--- src/rtl/bram_reader_2in_split_if.sv ---
// bram_reader_2in_split_if: start/idle control, BRAM read port and A/B output streams of the BRAM reader
interface bram_reader_2in_split_if #(
  parameter int width = 120,
  parameter int height = 240,
  parameter int a_width = 13,
  parameter int b_width = 8
);
  localparam int addr_w = $clog2(width * height);
  logic start, bram_index_in, idle, rd_bram_index;
  logic [addr_w-1:0] rd_address;
  logic [a_width+b_width-1:0] rd_data;
  logic [a_width-1:0] a_data;
  logic a_valid, a_ready;
  logic [b_width-1:0] b_data;
  logic b_valid, b_ready;
  modport master (
    input start, bram_index_in, rd_data, a_ready, b_ready,
    output idle, rd_bram_index, rd_address, a_data, a_valid, b_data, b_valid
  );
  modport slave (
    output start, bram_index_in, rd_data, a_ready, b_ready,
    input idle, rd_bram_index, rd_address, a_data, a_valid, b_data, b_valid
  );
endinterface

--- src/rtl/bram_reader_2in_split.sv ---
// bram_reader_2in_split: replays one frame from a ping-pong BRAM bank as stream A (upper field) and stream B (lower field); ports: clk, reset (async active-low), bus (start/idle, BRAM read port, A/B streams)
module bram_reader_2in_split #(
  parameter int width = 120,
  parameter int height = 240,
  parameter int a_width = 13,
  parameter int b_width = 8
) (
  input logic clk,
  input logic reset,
  bram_reader_2in_split_if.master bus
);
  localparam int addr_w = $clog2(width * height);
  localparam logic [addr_w-1:0] last = addr_w'(width * height - 1);
  typedef enum logic [1:0] {IDLE, RUN, DRAIN} state_t;
  state_t state_q, state_d;
  logic bank_q, bank_d, fly_q, fly_d, issue, a_pop, b_pop;
  logic [addr_w-1:0] addr_q, addr_d;
  logic [1:0] a_cnt_q, a_cnt_d, b_cnt_q, b_cnt_d, a_lvl, b_lvl;
  logic [a_width-1:0] a0_q, a0_d, a1_q, a1_d, a_in;
  logic [b_width-1:0] b0_q, b0_d, b1_q, b1_d, b_in;
  always_comb begin
    a_in = bus.rd_data[a_width+b_width-1:b_width];
    b_in = bus.rd_data[b_width-1:0];
    a_pop = a_cnt_q != 2'd0 && bus.a_ready;
    b_pop = b_cnt_q != 2'd0 && bus.b_ready;
    a_lvl = a_cnt_q - {1'b0, a_pop};
    b_lvl = b_cnt_q - {1'b0, b_pop};
    issue = state_q == RUN && a_lvl + {1'b0, fly_q} < 2'd2 && b_lvl + {1'b0, fly_q} < 2'd2;
    fly_d = issue;
    addr_d = state_q == IDLE && bus.start ? '0 : issue ? addr_q + addr_w'(1) : addr_q;
    bank_d = state_q == IDLE && bus.start ? bus.bram_index_in : bank_q;
    state_d = state_q == IDLE ? (bus.start ? RUN : IDLE)
            : state_q == RUN ? (issue && addr_q == last ? DRAIN : RUN)
            : (a_cnt_q == 2'd0 && b_cnt_q == 2'd0 && !fly_q ? IDLE : DRAIN);
    a_cnt_d = a_lvl + {1'b0, fly_q};
    b_cnt_d = b_lvl + {1'b0, fly_q};
    a0_d = fly_q && a_lvl == 2'd0 ? a_in : a_pop ? a1_q : a0_q;
    a1_d = fly_q && a_lvl == 2'd1 ? a_in : a1_q;
    b0_d = fly_q && b_lvl == 2'd0 ? b_in : b_pop ? b1_q : b0_q;
    b1_d = fly_q && b_lvl == 2'd1 ? b_in : b1_q;
  end
  always_ff @(posedge clk or negedge reset) begin
    if (!reset) begin
      state_q <= IDLE;
      bank_q <= 1'b0;
      fly_q <= 1'b0;
      addr_q <= '0;
      a_cnt_q <= 2'd0;
      b_cnt_q <= 2'd0;
      a0_q <= '0;
      a1_q <= '0;
      b0_q <= '0;
      b1_q <= '0;
    end else begin
      state_q <= state_d;
      bank_q <= bank_d;
      fly_q <= fly_d;
      addr_q <= addr_d;
      a_cnt_q <= a_cnt_d;
      b_cnt_q <= b_cnt_d;
      a0_q <= a0_d;
      a1_q <= a1_d;
      b0_q <= b0_d;
      b1_q <= b1_d;
    end
  end
  assign bus.idle = state_q == IDLE;
  assign bus.rd_bram_index = bank_q;
  assign bus.rd_address = addr_q;
  assign bus.a_valid = a_cnt_q != 2'd0;
  assign bus.a_data = a0_q;
  assign bus.b_valid = b_cnt_q != 2'd0;
  assign bus.b_data = b0_q;
endmodule

--- src/flat_wrapper.sv ---
// flat-port wrapper written by rule: the top's interface ports become plain ports
module bram_reader_2in_split_flat 
#(
  parameter int width = 120,
  parameter int height = 240,
  parameter int a_width = 13,
  parameter int b_width = 8
)
  (clk, reset, bus_start, bus_bram_index_in, bus_rd_data, bus_a_ready, bus_b_ready, bus_idle, bus_rd_bram_index, bus_rd_address, bus_a_data, bus_a_valid, bus_b_data, bus_b_valid);
  bram_reader_2in_split_if #(.width(width), .height(height), .a_width(a_width), .b_width(b_width)) bus_i ();
  input logic clk;
  input logic reset;
  input wire logic [$bits(bus_i.start)-1:0] bus_start;
  input wire logic [$bits(bus_i.bram_index_in)-1:0] bus_bram_index_in;
  input wire logic [$bits(bus_i.rd_data)-1:0] bus_rd_data;
  input wire logic [$bits(bus_i.a_ready)-1:0] bus_a_ready;
  input wire logic [$bits(bus_i.b_ready)-1:0] bus_b_ready;
  output wire logic [$bits(bus_i.idle)-1:0] bus_idle;
  output wire logic [$bits(bus_i.rd_bram_index)-1:0] bus_rd_bram_index;
  output wire logic [$bits(bus_i.rd_address)-1:0] bus_rd_address;
  output wire logic [$bits(bus_i.a_data)-1:0] bus_a_data;
  output wire logic [$bits(bus_i.a_valid)-1:0] bus_a_valid;
  output wire logic [$bits(bus_i.b_data)-1:0] bus_b_data;
  output wire logic [$bits(bus_i.b_valid)-1:0] bus_b_valid;
  assign bus_i.start = bus_start;
  assign bus_i.bram_index_in = bus_bram_index_in;
  assign bus_i.rd_data = bus_rd_data;
  assign bus_i.a_ready = bus_a_ready;
  assign bus_i.b_ready = bus_b_ready;
  assign bus_idle = bus_i.idle;
  assign bus_rd_bram_index = bus_i.rd_bram_index;
  assign bus_rd_address = bus_i.rd_address;
  assign bus_a_data = bus_i.a_data;
  assign bus_a_valid = bus_i.a_valid;
  assign bus_b_data = bus_i.b_data;
  assign bus_b_valid = bus_i.b_valid;
  bram_reader_2in_split #(.width(width), .height(height), .a_width(a_width), .b_width(b_width)) u_core (.clk(clk), .reset(reset), .bus(bus_i));
endmodule
--- config.mk ---
export PLATFORM = sky130hd
export DESIGN_NAME = bram_reader_2in_split_flat
export DESIGN_NICKNAME = d
export VERILOG_FILES = /design/src/rtl/bram_reader_2in_split_if.sv /design/src/rtl/bram_reader_2in_split.sv /design/src/flat_wrapper.sv
export SDC_FILE = /design/constraint.sdc
export NUM_CORES = 1
export LEC_CHECK = 0
export CORE_MARGIN = 4
export CORE_UTILIZATION = 45
export DETAILED_ROUTE_END_ITERATION = 8
export PLACE_DENSITY = 0.75
export SETUP_SLACK_MARGIN = 0.3
export SYNTH_ARGS = -nofsm -noshare
export SYNTH_HDL_FRONTEND = slang
export SYNTH_SLANG_ARGS = --single-unit
--- constraint.sdc ---
create_clock -name clk -period 3.4 [get_ports clk]
set_clock_uncertainty 0.15 [all_clocks]
set_input_delay 0.68 -clock clk [delete_from_list [all_inputs] [get_ports clk]]
set_output_delay 0.68 -clock clk [all_outputs]
set_load 0.005 [all_outputs]
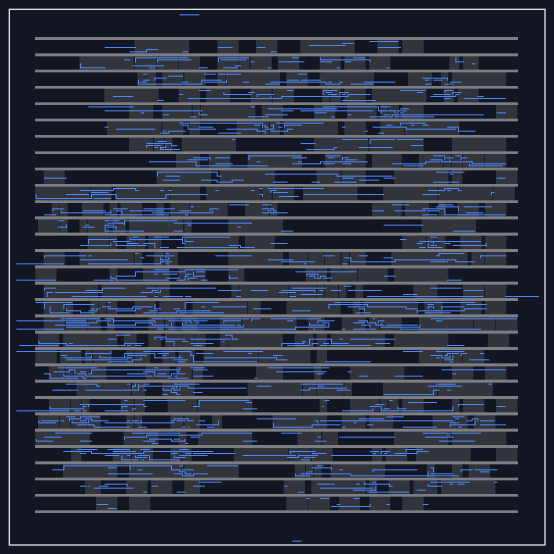
layer_met1.png
(6 px per um) Supply wires on this layer in gray. Cells faint in the background.
wire length on this layer: 2780 um
share of all routed wire: 46%
nets with wire on the layer: 325
main direction: horizontal

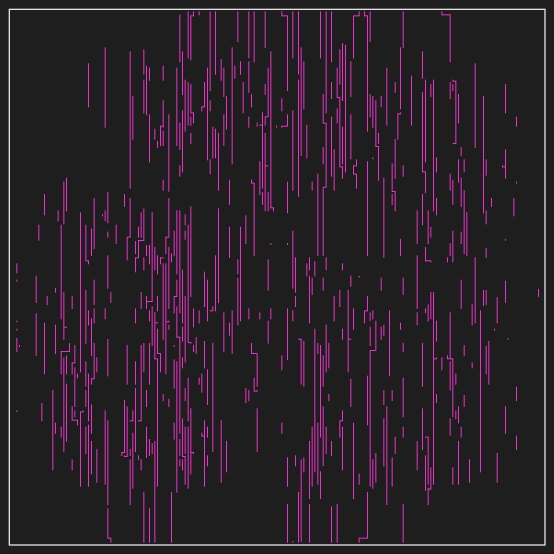
layer_met2.png
(6 px per um)
longest straight run: 32.0 um
main direction: vertical
wire length on this layer: 2820 um
share of all routed wire: 47%

==> run summary <==
flow finished, numbers: Ports 67, pin count of the biggest net entering global routing 66, worst vdd ir 0.3998 mV, leak pwr 1.787 nW, Crit path arrival time 3.04 ns, Post-synth ARST share 1.000, Min-Delay Path Depth 2, Yosys Instances 259, PortBufs 66, worst skew pair latency 0.32 ns, Die Y 89.06 um, final setup margin 0.4645 ns, crit end category register, period utilization 0.8634, P per Cell Area 784.2 nW/um^2, Sw Ratio 0.3138, Core Util at FP 0.4656, hold_sp u_core.bus.rd_bram_index, total routed wirelength 5987 um, most frequent cells in the layout clkdlybuf4s50_1 (65), dfrtp_1 (65), a21oi_1 (29), Final setup viols 0, ys flop type dfrtp_1, chip width 89.06 um, RSZ-0062 raised after global routing no, Hold Fails Final Rpt 0, Synthesized registers 65, P&R area growth vs syn 31.32%, share of layout cells above drive strength 1 0.1424, CP startpoint kind input pin, Worst-path clk slew 0.06 ns, OpenROAD warning count 26, fin area 3882 um^2, count of library flops with an enable pin 0, crit-path leading delay family simple AND/OR/NAND/NOR gates, Power, Total 3.044 mW, status completed, Setup crit start bus_a_ready, # rows 29, RePlAce Congestion 0.7242, actual transition at the worst max-transition pin 0.8093 ns, CTS buffer count 9, global-route wire length before repair 9853 um, CP endpoint u_core.bus.rd_address[11], RR Startpoint u_core.a_cnt_q[1], Tightest Hold Check Type register to register, Post-Synthesis Cell Area 2957 um^2, Final nets 367, CP Depth 10, clock share of power 0.175, max_slew headroom 0.4605, Hold Buf Count CTS 0, crit path kind input pin to register, setup tns final 0 ns, syn nets 291, YS chip area 2957 um^2, count of cell types in the netlist 35, Slew Viols, Final 0, R2R depth 10, Critical Path Slowest Stage Cell or4_1, buffer-and-inverter tally for the worst setup path 3, Fmax achieved 340.7 MHz, crit path cell chain clkdlybuf4s50_1 -> nand2_2 -> inv_1 -> ha_1 -> inv_1 -> ha_1 -> xnor3_1 -> nand3_4 -> or4_1 -> a21oi_1, Total GRT Usage 0.1605, Crit Path Max Fanout 11, DRT iter0 DRCs 55, die area 7931 um^2, Mapped Cells 259, Max Root-Sink Buffers 2
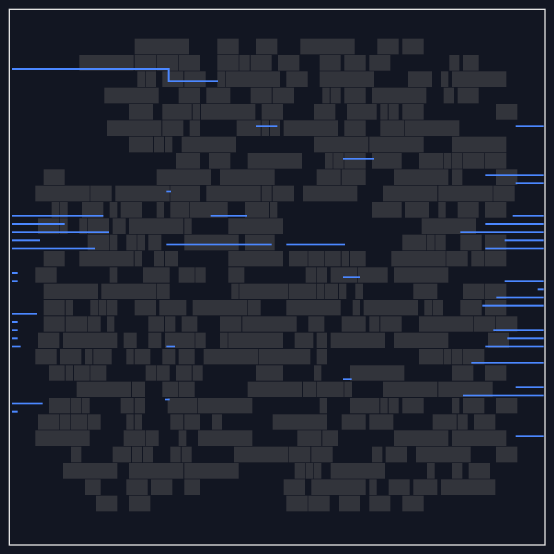
layer_met3.png
(6 px per um) Cells faint in the background.
main direction: horizontal
share of all routed wire: 4.9%
longest straight run: 26.0 um

==> worst min-delay path: stages (launching register included) <==
cell,delay [ns]
dfrtp_1,0.35
nand2_1,0.05
nand2_1,0.06
==> power by group through the flow <==
| stage | Clock, mW | Combinational (mW) | Sequential, mW |
|---|---|---|---|
| finish | 0.534 | 1.24 | 1.27 |
| CTS | 0.557 | 1.25 | 1.27 |
| global route | 0.584 | 1.38 | 1.32 |
| floorplan | 0 | 0.721 | 1.26 |
| detailed placement | 0 | 1.25 | 1.29 |
| global placement | 0 | 1.21 | 1.28 |
==> state kept, by name, indices dropped and copies added (netlist names) <==
register                  flops
u_core.bus.rd_address        15
u_core.a1_q                  13
u_core.bus.a_data            13
u_core.b1_q                   8
u_core.bus.b_data             8
u_core.a_cnt_q                2
u_core.b_cnt_q                2
u_core.state_q                2
u_core.bus.rd_bram_index      1
u_core.fly_q                  1
==> routing by layer <==
layer,track usage,wire length [um],up-vias
met4,0.07442,94,0
met5,0,0,-
li1,-,-,1069
met1,0.2177,2781,1056
met3,0.03594,295,10
met2,0.2463,2815,45
==> Yosys cell counts, drive strengths merged (2+ instances only) <==
master	number	share of area
ha	5	0.021
nand4	4	0.011
inv	9	0.011
mux2i	24	0.081
xnor2	4	0.012
nand2b	2	0.0042
nor2	25	0.032
or2	3	0.0063
mux2	21	0.080
o21ai	4	0.0068
or3	4	0.0085
clkbuf	5	0.0063
o31ai	7	0.018
and3	3	0.0063
nand3	8	0.015
buf	3	0.0068
a21oi	29	0.049
xnor3	2	0.016
dfrtp	65	0.55
nand2	18	0.023
or4	5	0.013
nor3	2	0.0051
==> final cells by class <==
cell class,instances,area [um^2],share of cell area
inverters,9,33.78,0.008701
well taps,77,96.34,0.02481
multi-input cells,177,1267,0.3265
repair buffers,73,708.2,0.1824
clock buffers,12,145.1,0.03738
flip-flops and latches,65,1627,0.4189
clock inverters,1,5.005,0.001289
==> logic make-up (layout without fill, tap and decap cells) <==
family / after synthesis / in the layout / share of synthesized area
adder cells (fa/ha/maj): 5 / 5 / 0.02116
multiplexers: 45 / 45 / 0.1612
XOR/XNOR: 6 / 6 / 0.02750
flip-flops: 65 / 65 / 0.5501
AND/OR/NAND/NOR: 80 / 80 / 0.1392
AND-OR/OR-AND: 41 / 41 / 0.07618
buffers and inverters: 17 / 95 / 0.02454
==> repair_timing <==
| action | in CTS | in global routing |
|---|---|---|
| setup endpoints to repair | 0 | 3 |
| resized | 0 | 1 |
| hold endpoints to repair | 0 | 0 |
==> per-stage QoR <==
stage / hold WS [ns] / cells / util
floorplan: 0.2344 / 259 / -
global placement: 0.3161 / 401 / 0.5866
detailed placement: 0.3169 / 401 / 0.5866
CTS: 0.3381 / 414 / 0.6102
global route: 0.3655 / 414 / 0.6114
finish: 0.3311 / 414 / 0.6114
Power and IR drop assume default switching activity.
